**Sizing map**

Scale bar: 50 um.
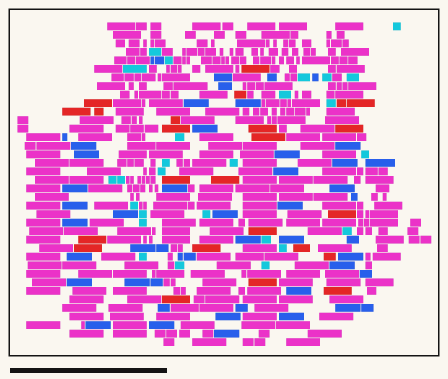
**Met4 routing**

Supply wires on this layer in gray.
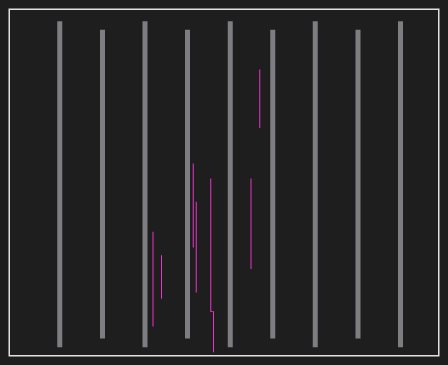
**Where the registers sit**

Other sequential cells in the stronger gray, the rest of the logic in the fainter gray.
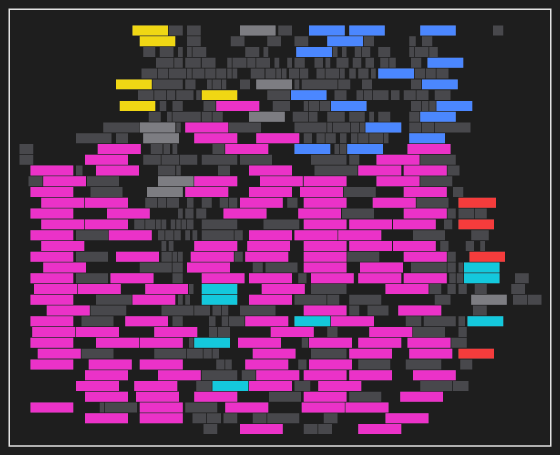
### src/rtl/uart_tx_feeder_if.sv
// Bundled write-side, drain-control and transmitter-side signals of uart_tx_feeder.
// The master drives bytes and controls; the slave (the feeder) drives the TX request and status.
interface uart_tx_feeder_if #(
    parameter int DEPTH = 16
);
    localparam int CW = $clog2(DEPTH) + 1;

    logic [7:0]    wr_data;
    logic          wr_en;
    logic          tx_en;
    logic          ovf_clr;
    logic [7:0]    tdata;
    logic          tdata_req;
    logic          full;
    logic          empty;
    logic [CW-1:0] count;
    logic          overflow;
    logic          busy;

    modport master (
        output wr_data, wr_en, tx_en, ovf_clr,
        input  tdata, tdata_req, full, empty, count, overflow, busy
    );

    modport slave (
        input  wr_data, wr_en, tx_en, ovf_clr,
        output tdata, tdata_req, full, empty, count, overflow, busy
    );
endinterface

### src/rtl/uart_tx_feeder.sv
// Byte FIFO plus pacing FSM feeding a UART transmitter that has no busy output.
// Each one-cycle request is followed by GAP_CYCLES idle cycles so no frame is overrun.
module uart_tx_feeder #(
    parameter int DEPTH      = 16,
    parameter int GAP_CYCLES = 1100
) (
    input logic        clk,
    input logic        rstn,
    uart_tx_feeder_if.slave bus
);
    localparam int PW = $clog2(DEPTH);
    localparam int CW = PW + 1;

    typedef enum logic [1:0] {IDLE, SEND, WAIT} state_t;

    logic [7:0]    mem [DEPTH];
    logic [PW-1:0] rd_ptr;
    logic [PW-1:0] wr_ptr;
    logic [CW-1:0] count_q;
    logic          overflow_q;

    state_t        state_q;
    state_t        state_d;
    logic [15:0]   gap_q;
    logic [15:0]   gap_d;
    logic [7:0]    tdata_q;
    logic [7:0]    tdata_d;
    logic          req_q;
    logic          req_d;

    logic          full;
    logic          empty;
    logic          pop;
    logic          push;
    logic          drop;

    assign full  = (count_q == CW'(DEPTH));
    assign empty = (count_q == '0);
    // A full FIFO still accepts a write when the drain frees a slot on the same edge.
    assign push  = bus.wr_en && (!full || pop);
    assign drop  = bus.wr_en && !push;

    always_ff @(posedge clk) begin
        if (push) begin
            mem[wr_ptr] <= bus.wr_data;
        end
    end

    always_ff @(posedge clk or negedge rstn) begin
        if (!rstn) begin
            rd_ptr     <= '0;
            wr_ptr     <= '0;
            count_q    <= '0;
            overflow_q <= 1'b0;
        end else begin
            if (push) wr_ptr <= wr_ptr + PW'(1);
            if (pop)  rd_ptr <= rd_ptr + PW'(1);
            case ({push, pop})
                2'b10:   count_q <= count_q + CW'(1);
                2'b01:   count_q <= count_q - CW'(1);
                default: count_q <= count_q;
            endcase
            if (drop)             overflow_q <= 1'b1;
            else if (bus.ovf_clr) overflow_q <= 1'b0;
        end
    end

    always_ff @(posedge clk or negedge rstn) begin
        if (!rstn) begin
            state_q <= IDLE;
            gap_q   <= '0;
            tdata_q <= '0;
            req_q   <= 1'b0;
        end else begin
            state_q <= state_d;
            gap_q   <= gap_d;
            tdata_q <= tdata_d;
            req_q   <= req_d;
        end
    end

    // tx_en is only consulted in IDLE, so a started gap always runs to completion.
    always_comb begin
        state_d = state_q;
        gap_d   = gap_q;
        tdata_d = tdata_q;
        req_d   = 1'b0;
        pop     = 1'b0;
        unique case (state_q)
            IDLE: begin
                if (bus.tx_en && !empty) begin
                    tdata_d = mem[rd_ptr];
                    req_d   = 1'b1;
                    pop     = 1'b1;
                    state_d = SEND;
                end
            end
            SEND: begin
                gap_d   = 16'(GAP_CYCLES - 1);
                state_d = WAIT;
            end
            WAIT: begin
                if (gap_q == '0) begin
                    state_d = IDLE;
                end else begin
                    gap_d = gap_q - 16'd1;
                end
            end
            default: begin
                state_d = IDLE;
            end
        endcase
    end

    assign bus.tdata     = tdata_q;
    assign bus.tdata_req = req_q;
    assign bus.full      = full;
    assign bus.empty     = empty;
    assign bus.count     = count_q;
    assign bus.overflow  = overflow_q;
    assign bus.busy      = (state_q != IDLE);
endmodule
### src/flat_wrapper.sv
// flat-port wrapper written by rule: the top's interface ports become plain ports
module uart_tx_feeder_flat 
#(
    parameter int DEPTH      = 16,
    parameter int GAP_CYCLES = 1100
)
  (clk, rstn, bus_wr_data, bus_wr_en, bus_tx_en, bus_ovf_clr, bus_tdata, bus_tdata_req, bus_full, bus_empty, bus_count, bus_overflow, bus_busy);
  uart_tx_feeder_if #(.DEPTH(DEPTH)) bus_i ();
  input logic clk;
  input logic rstn;
  input wire logic [$bits(bus_i.wr_data)-1:0] bus_wr_data;
  input wire logic [$bits(bus_i.wr_en)-1:0] bus_wr_en;
  input wire logic [$bits(bus_i.tx_en)-1:0] bus_tx_en;
  input wire logic [$bits(bus_i.ovf_clr)-1:0] bus_ovf_clr;
  output wire logic [$bits(bus_i.tdata)-1:0] bus_tdata;
  output wire logic [$bits(bus_i.tdata_req)-1:0] bus_tdata_req;
  output wire logic [$bits(bus_i.full)-1:0] bus_full;
  output wire logic [$bits(bus_i.empty)-1:0] bus_empty;
  output wire logic [$bits(bus_i.count)-1:0] bus_count;
  output wire logic [$bits(bus_i.overflow)-1:0] bus_overflow;
  output wire logic [$bits(bus_i.busy)-1:0] bus_busy;
  assign bus_i.wr_data = bus_wr_data;
  assign bus_i.wr_en = bus_wr_en;
  assign bus_i.tx_en = bus_tx_en;
  assign bus_i.ovf_clr = bus_ovf_clr;
  assign bus_tdata = bus_i.tdata;
  assign bus_tdata_req = bus_i.tdata_req;
  assign bus_full = bus_i.full;
  assign bus_empty = bus_i.empty;
  assign bus_count = bus_i.count;
  assign bus_overflow = bus_i.overflow;
  assign bus_busy = bus_i.busy;
  uart_tx_feeder #(.DEPTH(DEPTH), .GAP_CYCLES(GAP_CYCLES)) u_core (.clk(clk), .rstn(rstn), .bus(bus_i));
endmodule
### config.mk
export PLATFORM = sky130hd
export DESIGN_NAME = uart_tx_feeder_flat
export DESIGN_NICKNAME = d
export VERILOG_FILES = /design/src/rtl/uart_tx_feeder_if.sv /design/src/rtl/uart_tx_feeder.sv /design/src/flat_wrapper.sv
export SDC_FILE = /design/constraint.sdc
export NUM_CORES = 1
export LEC_CHECK = 0
export CAP_MARGIN = 20
export CORE_ASPECT_RATIO = 0.8
export CORE_MARGIN = 2
export CORE_UTILIZATION = 50
export DETAILED_ROUTE_END_ITERATION = 12
export PLACE_DENSITY = 0.72
export SKIP_LAST_GASP = 1
export SLEW_MARGIN = 20
export SYNTH_ARGS = -nofsm -noshare
export SYNTH_HDL_FRONTEND = slang
export SYNTH_SLANG_ARGS = --single-unit
### constraint.sdc
create_clock -name clk -period 3.97 [get_ports clk]
set_input_delay 0.397 -clock clk [delete_from_list [all_inputs] [get_ports clk]]
set_output_delay 0.397 -clock clk [all_outputs]
set_load 0.02 [all_outputs]
==> impl_metrics.ini <==
; flow metrics
[clock_network]
ctsHoldBuffers = 0
postCtsSetupRepairBufs = 0
clock_latency_ps = 420
clock_path_buffers = 2
cts_tree = built

[detailed_routing]
wl_met2_mm = 6.31
highest-signal-layer = met4

[power_and_ir_drop]
ir_drop_mv = 0.378
maxPowerGroup = sequential cells
swShare = 0.320
comb_power_share = 0.296
p_seq_frac = 0.432

[run_status]
outcome = finished, violations left
violations = negative hold slack

[timing]
hold_violations = 41
period_minus_slack_ps = 2900
holdWs_ps = -24.9
setup_viol_count_final = 0
worst_slack_ps = 1070

[setup_path]
path_delay_family = simple AND/OR/NAND/NOR gates
critical_path_class = flop to flop
crit_top_cell = o21a_1

[placement]
dpl.hpwl_mm = 8.59
io_buffers = 30

[run]
drv_cap = 0

[final_layout]
n_clock_buffer = 18
largest_class = sequential cells
comb_share = 0.248
clockNetworkAreaShare = 0.0700
largest_reg_flops = 128

[floorplanning]
fp_util = 0.514
dieArea_um2 = 15000

[yosys]
ys_sh_xor = 0.0125
top_cells_by_count = 128 x edfxtp_1, 41 x dfrtp_1, 32 x mux4_2
synth_seq_share = 0.695
yosysTopAreaCellShare = 0.548

[global_routing]
gr-usage-met1 = 0.268
grt_pass1_vias = 3725
Back to the opening pictures, 'sizing map':
- _0 and _1 cells: magenta (cells 369; share 79%)
- _6 and larger: red (cells 24; share 5.1%)
- _2 cells: blue (cells 50; share 11%)
- _3 and _4 cells: cyan (cells 26; share 5.5%)

Back to the opening pictures, 'met4 routing':
- longest straight run: 42.3 um
- nets with wire on the layer: 5
- main direction: vertical
routed via count: 3800
final WL: 13.1 mm

Back to the opening pictures, 'where the registers sit':
- u_core.bus.tdata: cyan (placed flops 8)
- u_core.gap_q: blue (placed flops 16)
- u_core.bus.count: yellow (placed flops 5; where top left)
- u_core.rd_ptr: red (placed flops 4; where right middle)
- u_core.mem: magenta (placed flops 128)
Register Area: 4870 um2
fin util: 0.596

